[config.mk]
export PLATFORM = sky130hd
export DESIGN_NAME = sram_arbiter_flat
export DESIGN_NICKNAME = d
export VERILOG_FILES = /design/src/rtl/sram_arbiter_pkg.sv /design/src/rtl/sram_arbiter_if.sv /design/src/rtl/sram_arbiter_rr_grant2.sv /design/src/rtl/sram_arbiter.sv /design/src/flat_wrapper.sv
export SDC_FILE = /design/constraint.sdc
export NUM_CORES = 1
export LEC_CHECK = 0
export CAP_MARGIN = 15
export CORE_MARGIN = 2
export CORE_UTILIZATION = 25
export DETAILED_ROUTE_END_ITERATION = 10
export PLACE_DENSITY = 0.55
export SETUP_SLACK_MARGIN = 0.15
export SYNTH_ARGS = -nofsm -noshare
export SYNTH_HDL_FRONTEND = slang
export SYNTH_SLANG_ARGS = --single-unit
[constraint.sdc]
create_clock -name clk -period 2 [get_ports clk]
set_input_delay 0.3 -clock clk [delete_from_list [all_inputs] [get_ports clk]]
set_output_delay 0.3 -clock clk [all_outputs]
set_load 0.005 [all_outputs]
[src/rtl/sram_arbiter_pkg.sv]
// Shared definitions for the SRAM arbiter: FSM states, requester IDs and
// active-low strobe levels.
package sram_arbiter_pkg;
   typedef enum logic [1:0] {
      IDLE   = 2'd0,
      SETUP  = 2'd1,
      ACCESS = 2'd2,
      FINISH = 2'd3
   } state_t;

   localparam logic PORT_CPU   = 1'b0;
   localparam logic PORT_DBG   = 1'b1;
   localparam logic STROBE_ON  = 1'b0;
   localparam logic STROBE_OFF = 1'b1;
   localparam int   CNT_W      = 3;
endpackage

[src/rtl/sram_arbiter_if.sv]
// Requester and SRAM-side signals of the arbiter. The arbiter uses the slave
// modport; requesters and the SRAM model see the master view.
interface sram_arbiter_if #(
   parameter int ADDR_W = 11,
   parameter int DATA_W = 32
);
   logic              cpu_req, cpu_we, cpu_ack, cpu_stall;
   logic [ADDR_W-1:0] cpu_addr;
   logic [DATA_W-1:0] cpu_wdata, cpu_rdata;
   logic              dbg_req, dbg_we, dbg_ack;
   logic [ADDR_W-1:0] dbg_addr;
   logic [DATA_W-1:0] dbg_wdata, dbg_rdata;
   logic [DATA_W-1:0] sram_rdata, sram_wdata;
   logic [ADDR_W-1:0] sram_addr;
   logic              SRAM_CS, SRAM_write, SRAM_OE, sram_drive;

   modport slave (
      input  cpu_req, cpu_we, cpu_addr, cpu_wdata,
      input  dbg_req, dbg_we, dbg_addr, dbg_wdata, sram_rdata,
      output cpu_rdata, cpu_ack, cpu_stall, dbg_rdata, dbg_ack,
      output SRAM_CS, SRAM_write, SRAM_OE, sram_addr, sram_wdata, sram_drive
   );

   modport master (
      output cpu_req, cpu_we, cpu_addr, cpu_wdata,
      output dbg_req, dbg_we, dbg_addr, dbg_wdata, sram_rdata,
      input  cpu_rdata, cpu_ack, cpu_stall, dbg_rdata, dbg_ack,
      input  SRAM_CS, SRAM_write, SRAM_OE, sram_addr, sram_wdata, sram_drive
   );
endinterface

[src/rtl/sram_arbiter_rr_grant2.sv]
// Two-way round-robin grant. last_grant doubles as the owner of the
// transaction in flight, since it only changes on a grant.
module rr_grant2
   import sram_arbiter_pkg::*;
(
   input  logic       clk,
   input  logic       rst,
   input  logic [1:0] req,
   input  logic       grant_en,
   output logic [1:0] grant,
   output logic       last_grant
);
   always_comb begin
      grant = 2'b00;
      if (grant_en) begin
         case (req)
            2'b01:   grant = 2'b01;
            2'b10:   grant = 2'b10;
            2'b11:   grant = (last_grant == PORT_CPU) ? 2'b10 : 2'b01;
            default: grant = 2'b00;
         endcase
      end
   end

   // Reset to DBG so the CPU wins the first tie.
   always_ff @(posedge clk or negedge rst) begin
      if (!rst)        last_grant <= PORT_DBG;
      else if (|grant) last_grant <= grant[PORT_DBG];
   end
endmodule

[src/rtl/sram_arbiter.sv]
// Shares the single-ported data SRAM between the CPU and debug loader,
// sequencing each access as SETUP / ACCESS x (WAIT_CYCLES+1) / FINISH.
module sram_arbiter
   import sram_arbiter_pkg::*;
#(
   parameter int ADDR_W      = 11,
   parameter int DATA_W      = 32,
   parameter int WAIT_CYCLES = 1
) (
   input logic           clk,
   input logic           rst,
   sram_arbiter_if.slave bus
);
   typedef struct packed {
      logic              we;
      logic [ADDR_W-1:0] addr;
      logic [DATA_W-1:0] wdata;
   } req_t;

   localparam logic [CNT_W-1:0] WAIT_LD = CNT_W'(WAIT_CYCLES);

   state_t            state_q, state_d;
   logic [1:0]        req, grant;
   logic              grant_en, owner;
   req_t              cpu_r, dbg_r, cur_q;
   logic [CNT_W-1:0]  cnt_q;
   logic [DATA_W-1:0] cpu_rdata_q, dbg_rdata_q;
   logic              cpu_ack, dbg_ack;
   logic              access_last;

   assign req         = {bus.dbg_req, bus.cpu_req};
   assign grant_en    = (state_q == IDLE);
   assign access_last = (state_q == ACCESS) && (cnt_q == '0);
   assign cpu_r       = '{we: bus.cpu_we, addr: bus.cpu_addr, wdata: bus.cpu_wdata};
   assign dbg_r       = '{we: bus.dbg_we, addr: bus.dbg_addr, wdata: bus.dbg_wdata};

   rr_grant2 u_rr (
      .clk        (clk),
      .rst        (rst),
      .req        (req),
      .grant_en   (grant_en),
      .grant      (grant),
      .last_grant (owner)
   );

   always_ff @(posedge clk or negedge rst) begin
      if (!rst) state_q <= IDLE;
      else      state_q <= state_d;
   end

   always_comb begin
      state_d = state_q;
      case (state_q)
         IDLE:    if (|req) state_d = SETUP;
         SETUP:   state_d = ACCESS;
         ACCESS:  if (cnt_q == '0) state_d = FINISH;
         FINISH:  state_d = IDLE;
         default: state_d = IDLE;
      endcase
   end

   always_comb begin
      bus.SRAM_CS    = STROBE_OFF;
      bus.SRAM_write = STROBE_OFF;
      bus.SRAM_OE    = STROBE_OFF;
      bus.sram_drive = 1'b0;
      cpu_ack        = 1'b0;
      dbg_ack        = 1'b0;
      case (state_q)
         SETUP: begin
            bus.SRAM_CS    = STROBE_ON;
            bus.sram_drive = cur_q.we;
         end
         ACCESS: begin
            bus.SRAM_CS    = STROBE_ON;
            bus.sram_drive = cur_q.we;
            if (cur_q.we) bus.SRAM_write = STROBE_ON;
            else          bus.SRAM_OE    = STROBE_ON;
         end
         FINISH: begin
            cpu_ack = (owner == PORT_CPU);
            dbg_ack = (owner == PORT_DBG);
         end
         default: ;
      endcase
   end

   // Requester inputs are sampled only on the grant edge.
   always_ff @(posedge clk or negedge rst) begin
      if (!rst) begin
         cur_q <= '0;
         cnt_q <= '0;
      end else begin
         if (|grant)                    cur_q <= grant[PORT_DBG] ? dbg_r : cpu_r;
         if (state_q == SETUP)          cnt_q <= WAIT_LD;
         else if (state_q == ACCESS && cnt_q != '0) cnt_q <= cnt_q - 1'b1;
      end
   end

   always_ff @(posedge clk or negedge rst) begin
      if (!rst) begin
         cpu_rdata_q <= '0;
         dbg_rdata_q <= '0;
      end else if (access_last && !cur_q.we) begin
         if (owner == PORT_DBG) dbg_rdata_q <= bus.sram_rdata;
         else                   cpu_rdata_q <= bus.sram_rdata;
      end
   end

   assign bus.sram_addr  = cur_q.addr;
   assign bus.sram_wdata = cur_q.wdata;
   assign bus.cpu_rdata  = cpu_rdata_q;
   assign bus.dbg_rdata  = dbg_rdata_q;
   assign bus.cpu_ack    = cpu_ack;
   assign bus.dbg_ack    = dbg_ack;
   assign bus.cpu_stall  = bus.cpu_req & ~cpu_ack;
endmodule

[src/flat_wrapper.sv]
// flat-port wrapper written by rule: the top's interface ports become plain ports
module sram_arbiter_flat import sram_arbiter_pkg::*;
#(
   parameter int ADDR_W      = 11,
   parameter int DATA_W      = 32,
   parameter int WAIT_CYCLES = 1
)
  (clk, rst, bus_cpu_req, bus_cpu_we, bus_cpu_addr, bus_cpu_wdata, bus_dbg_req, bus_dbg_we, bus_dbg_addr, bus_dbg_wdata, bus_sram_rdata, bus_cpu_rdata, bus_cpu_ack, bus_cpu_stall, bus_dbg_rdata, bus_dbg_ack, bus_SRAM_CS, bus_SRAM_write, bus_SRAM_OE, bus_sram_addr, bus_sram_wdata, bus_sram_drive);
  sram_arbiter_if #(.ADDR_W(ADDR_W), .DATA_W(DATA_W)) bus_i ();
  input logic clk;
  input logic rst;
  input wire logic [$bits(bus_i.cpu_req)-1:0] bus_cpu_req;
  input wire logic [$bits(bus_i.cpu_we)-1:0] bus_cpu_we;
  input wire logic [$bits(bus_i.cpu_addr)-1:0] bus_cpu_addr;
  input wire logic [$bits(bus_i.cpu_wdata)-1:0] bus_cpu_wdata;
  input wire logic [$bits(bus_i.dbg_req)-1:0] bus_dbg_req;
  input wire logic [$bits(bus_i.dbg_we)-1:0] bus_dbg_we;
  input wire logic [$bits(bus_i.dbg_addr)-1:0] bus_dbg_addr;
  input wire logic [$bits(bus_i.dbg_wdata)-1:0] bus_dbg_wdata;
  input wire logic [$bits(bus_i.sram_rdata)-1:0] bus_sram_rdata;
  output wire logic [$bits(bus_i.cpu_rdata)-1:0] bus_cpu_rdata;
  output wire logic [$bits(bus_i.cpu_ack)-1:0] bus_cpu_ack;
  output wire logic [$bits(bus_i.cpu_stall)-1:0] bus_cpu_stall;
  output wire logic [$bits(bus_i.dbg_rdata)-1:0] bus_dbg_rdata;
  output wire logic [$bits(bus_i.dbg_ack)-1:0] bus_dbg_ack;
  output wire logic [$bits(bus_i.SRAM_CS)-1:0] bus_SRAM_CS;
  output wire logic [$bits(bus_i.SRAM_write)-1:0] bus_SRAM_write;
  output wire logic [$bits(bus_i.SRAM_OE)-1:0] bus_SRAM_OE;
  output wire logic [$bits(bus_i.sram_addr)-1:0] bus_sram_addr;
  output wire logic [$bits(bus_i.sram_wdata)-1:0] bus_sram_wdata;
  output wire logic [$bits(bus_i.sram_drive)-1:0] bus_sram_drive;
  assign bus_i.cpu_req = bus_cpu_req;
  assign bus_i.cpu_we = bus_cpu_we;
  assign bus_i.cpu_addr = bus_cpu_addr;
  assign bus_i.cpu_wdata = bus_cpu_wdata;
  assign bus_i.dbg_req = bus_dbg_req;
  assign bus_i.dbg_we = bus_dbg_we;
  assign bus_i.dbg_addr = bus_dbg_addr;
  assign bus_i.dbg_wdata = bus_dbg_wdata;
  assign bus_i.sram_rdata = bus_sram_rdata;
  assign bus_cpu_rdata = bus_i.cpu_rdata;
  assign bus_cpu_ack = bus_i.cpu_ack;
  assign bus_cpu_stall = bus_i.cpu_stall;
  assign bus_dbg_rdata = bus_i.dbg_rdata;
  assign bus_dbg_ack = bus_i.dbg_ack;
  assign bus_SRAM_CS = bus_i.SRAM_CS;
  assign bus_SRAM_write = bus_i.SRAM_write;
  assign bus_SRAM_OE = bus_i.SRAM_OE;
  assign bus_sram_addr = bus_i.sram_addr;
  assign bus_sram_wdata = bus_i.sram_wdata;
  assign bus_sram_drive = bus_i.sram_drive;
  sram_arbiter #(.ADDR_W(ADDR_W), .DATA_W(DATA_W), .WAIT_CYCLES(WAIT_CYCLES)) u_core (.clk(clk), .rst(rst), .bus(bus_i));
endmodule
### The metal 1 layer, run 1

Scale bar: 50 microns.
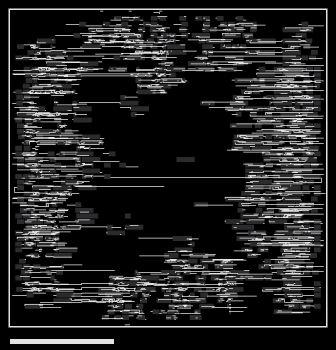
longest straight run: 92.9 microns
wire length on this layer: 7460 microns
share of all routed wire: 43%

### Met2 routing, run 1

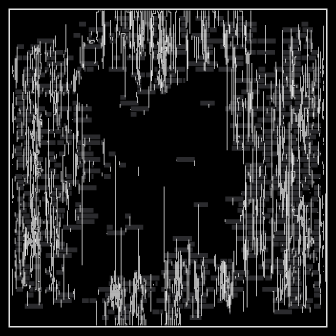
share of all routed wire: 48%
wire length on this layer: 8340 microns

==> run_results.csv, run 1 <==
group,metric,value,unit
cts,cts-buffers-inserted,17,
synthesis,syn_area,5500,sq um
route,viasPerCell,4.52,
layout,fillers,2016,
critical_path,path_cells,"inv_2, buf_6, ha_4, nand2b_4, buf_6, nor3_4, buf_6, buf_6, buf_12, mux2_4",
synthesis,simple_gate_area_share,12.1,%
layout,comb_area,2330,sq um
final_timing,fmax,0.519,GHz
synthesis,yosys_warnings,0,
cts,cts_resized,35,
final_timing,tns,0,ps
global_routing,grt_use_total,14.3,%
global_routing,antenna_found_initial,0,
power_and_ir_drop,p_clk_share,23.4,%
placement,gp_congestion,0.784,
layout,largestClassByArea,"sequential cells",
placement,place_area,7920,sq um
power_and_ir_drop,top_power_group,"combinational logic",
power_and_ir_drop,seqPwrFrac,30.9,%
flow_run,warnings,32,
route,firstDrtPassIters,4,
critical_path,cp_slowest_cell,"dfrtp_1",
synthesis,synthesis.nets,604,
synthesis,largest_area_cell,"dfrtp_1",
die,die_w,152,microns
layout,seq_area,2860,sq um
die,fp-utilization,25.4,%
global_routing,top_usage_layer,"met2",
layout,ff_count,114,
synthesis,top_cells_by_count,"dfrtp_1 (113), nor2_1 (47), o21ai_0 (45)",
critical_path,critPathLaunchType,"register",
synthesis,yosysUniqueCellTypes,32,
die,die_area,23200,sq um
placement,place_ws,5.98,ps
layout,signal_buffers,265,
global_routing,grt_max_degree,90,
final_timing,period_needed,1930,ps
critical_path,critPathMaxStageDelay,410,ps
cts,cts_setup_buffers,7,
critical_path,worst-path-buf-inv,6,
die,ios,238,
critical_path,crit_family,"buffers and inverters",
synthesis,top_logic_kind,"multiplexers",
layout,final_core_util,41.5,%
critical_path,reg2reg_from,"u_core.state_q[0]",
die,die_y,152,microns
power_and_ir_drop,leakage,3.75,nW
route,dr.max_layer_used,"met4",
cts,tritoncts,"built",
critical_path,endpoint_kind,"register",
critical_path,r2r_cells,10,
critical_path,rr_endpoint,"u_core.bus.cpu_rdata[23]",
power_and_ir_drop,p_seq,4.17,mW
critical_path,critPathCapture,"u_core.bus.cpu_rdata[23]",
final_timing,hold_slack,371,ps
final_timing,rsz0062_at_grt,"true",
final_timing,fin_ws,73.2,ps
synthesis,synthesis.instances,474,
layout,lay_top_count,"clkdlybuf4s50_1",
placement,port_buffers,237,
layout,sh_comb_area,25.9,%
route,wl_met1,7460,microns
power_and_ir_drop,p_total,13.5,mW
flow_run,maxCapViolCount,0,
critical_path,worstPathRequired,2290,ps
power_and_ir_drop,power.density,1500,nW/um^2
status,status,"finished, final reports clean",
synthesis,topCellsByArea,"dfrtp_1 (51%), mux2_4 (8.2%), or3b_2 (7.0%)",
layout,inverters,7,
final_timing,finalHoldViolations,0,
synthesis,synthAdderAreaFrac,1.37,%
route,finalWirelength,17400,microns
final_timing,max-slew-margin-rel,72.3,%
die,core_area,21700,sq um
power_and_ir_drop,p_switching,4.08,mW
route,drtAntennaViolNets,0,
cts,htree_levels,4,
cts,clock_latency,420,ps
cts,holdBufCountCts,1,
route,vias,4395,
cts,cts.path.max_buffers,2,
critical_path,cp.arrival,2220,ps
layout,nets,809,
cts,cts_root_buffer,"clkbuf_16",
global_routing,grt_overflow_total,0,
cts,cts_num_sinks,114,
layout,drive_gt1_share,27.0,%
synthesis,yosys_register_bits,114,
power_and_ir_drop,switching_share,30.2,%
layout,antenna_cells,0,
### M3 wires, run 1

Scale bar: 50 microns.
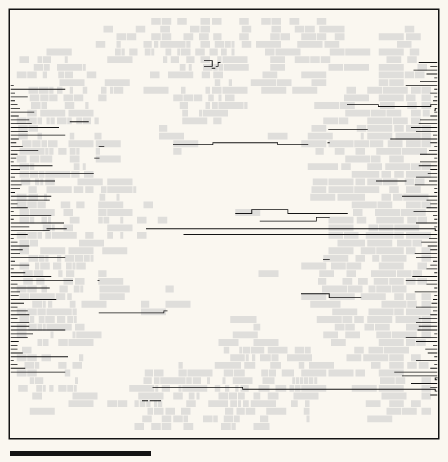
longest straight run: 103 microns
nets with wire on the layer: 171
main direction: horizontal
share of all routed wire: 8.4%

### Cell outlines without signal wires, run 1

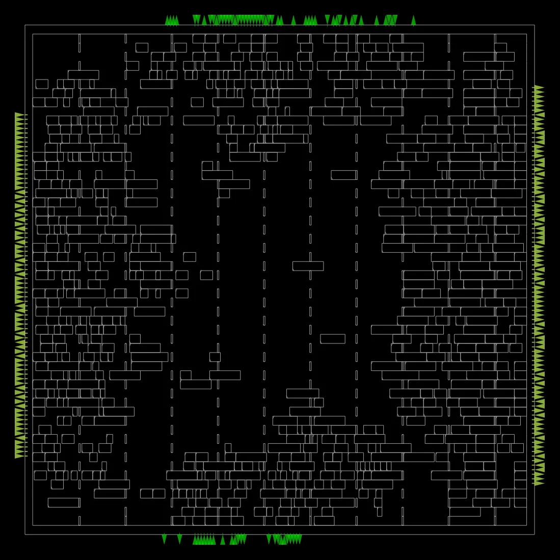

==> run 2, diff against run 1 <==
- PLACE_DENSITY: 0.55 -> 0.53
- clock period: 2 -> 2.44 ns (I/O delays scaled with it)
### Cell outlines without signal wires, run 2

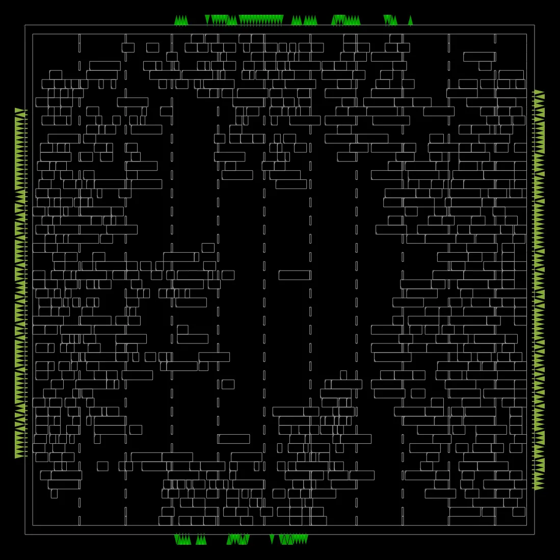
Final Core Density: 39.2%
flop share of the area: 33.6%

### The metal 1 layer, run 2

Scale bar: 50 microns.
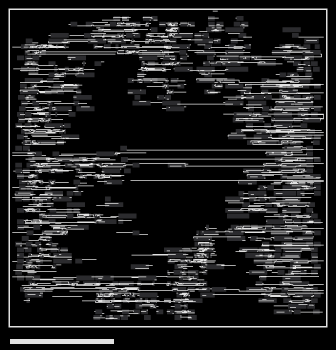
nets with wire on the layer: 665
wire length on this layer: 6920 microns
main direction: horizontal
longest straight run: 92.9 microns
share of all routed wire: 45%

==> run_results.csv, run 2 <==
group,metric,value,unit
status,status,"finished, final reports clean",
synthesis,topCellsByArea,"dfrtp_1 (51%), mux2_4 (8.2%), or3b_2 (7.0%)",
route,viasPerCell,4.39,
power_and_ir_drop,p_clk_share,24.3,%
critical_path,crit_family,"buffers and inverters",
synthesis,synthesis.nets,604,
cts,cts_setup_buffers,0,
cts,holdBufCountCts,0,
placement,gp_congestion,0.764,
final_timing,rsz0062_at_grt,"true",
layout,largestClassByArea,"sequential cells",
cts,cts_root_buffer,"clkbuf_16",
cts,cts_num_sinks,114,
critical_path,worst-path-buf-inv,2,
synthesis,yosys_register_bits,114,
die,ios,238,
cts,cts.path.max_buffers,2,
critical_path,r2r_cells,6,
cts,clock_latency,410,ps
die,die_area,23200,sq um
power_and_ir_drop,switching_share,29.8,%
synthesis,syn_area,5500,sq um
power_and_ir_drop,leakage,3.48,nW
layout,comb_area,2150,sq um
final_timing,period_needed,2150,ps
critical_path,critPathMaxStageDelay,500,ps
power_and_ir_drop,p_switching,3.12,mW
critical_path,rr_endpoint,"u_core.bus.dbg_rdata[27]",
power_and_ir_drop,seqPwrFrac,32.3,%
critical_path,critPathCapture,"bus_sram_drive",
die,core_area,21700,sq um
layout,fillers,2055,
synthesis,synthAdderAreaFrac,1.37,%
global_routing,antenna_found_initial,0,
global_routing,grt_overflow_total,0,
route,vias,4177,
flow_run,maxCapViolCount,0,
layout,signal_buffers,244,
critical_path,cp.arrival,1780,ps
route,firstDrtPassIters,5,
synthesis,simple_gate_area_share,12.1,%
route,dr.max_layer_used,"met4",
final_timing,tns,0,ps
layout,drive_gt1_share,22.8,%
final_timing,fmax,0.465,GHz
synthesis,yosysUniqueCellTypes,32,
global_routing,grt_use_total,13.0,%
route,wl_met1,6920,microns
die,die_y,152,microns
critical_path,cp_slowest_cell,"clkdlybuf4s50_1",
layout,antenna_cells,0,
critical_path,worstPathRequired,2070,ps
cts,cts-buffers-inserted,17,
Power and IR drop assume default switching activity.
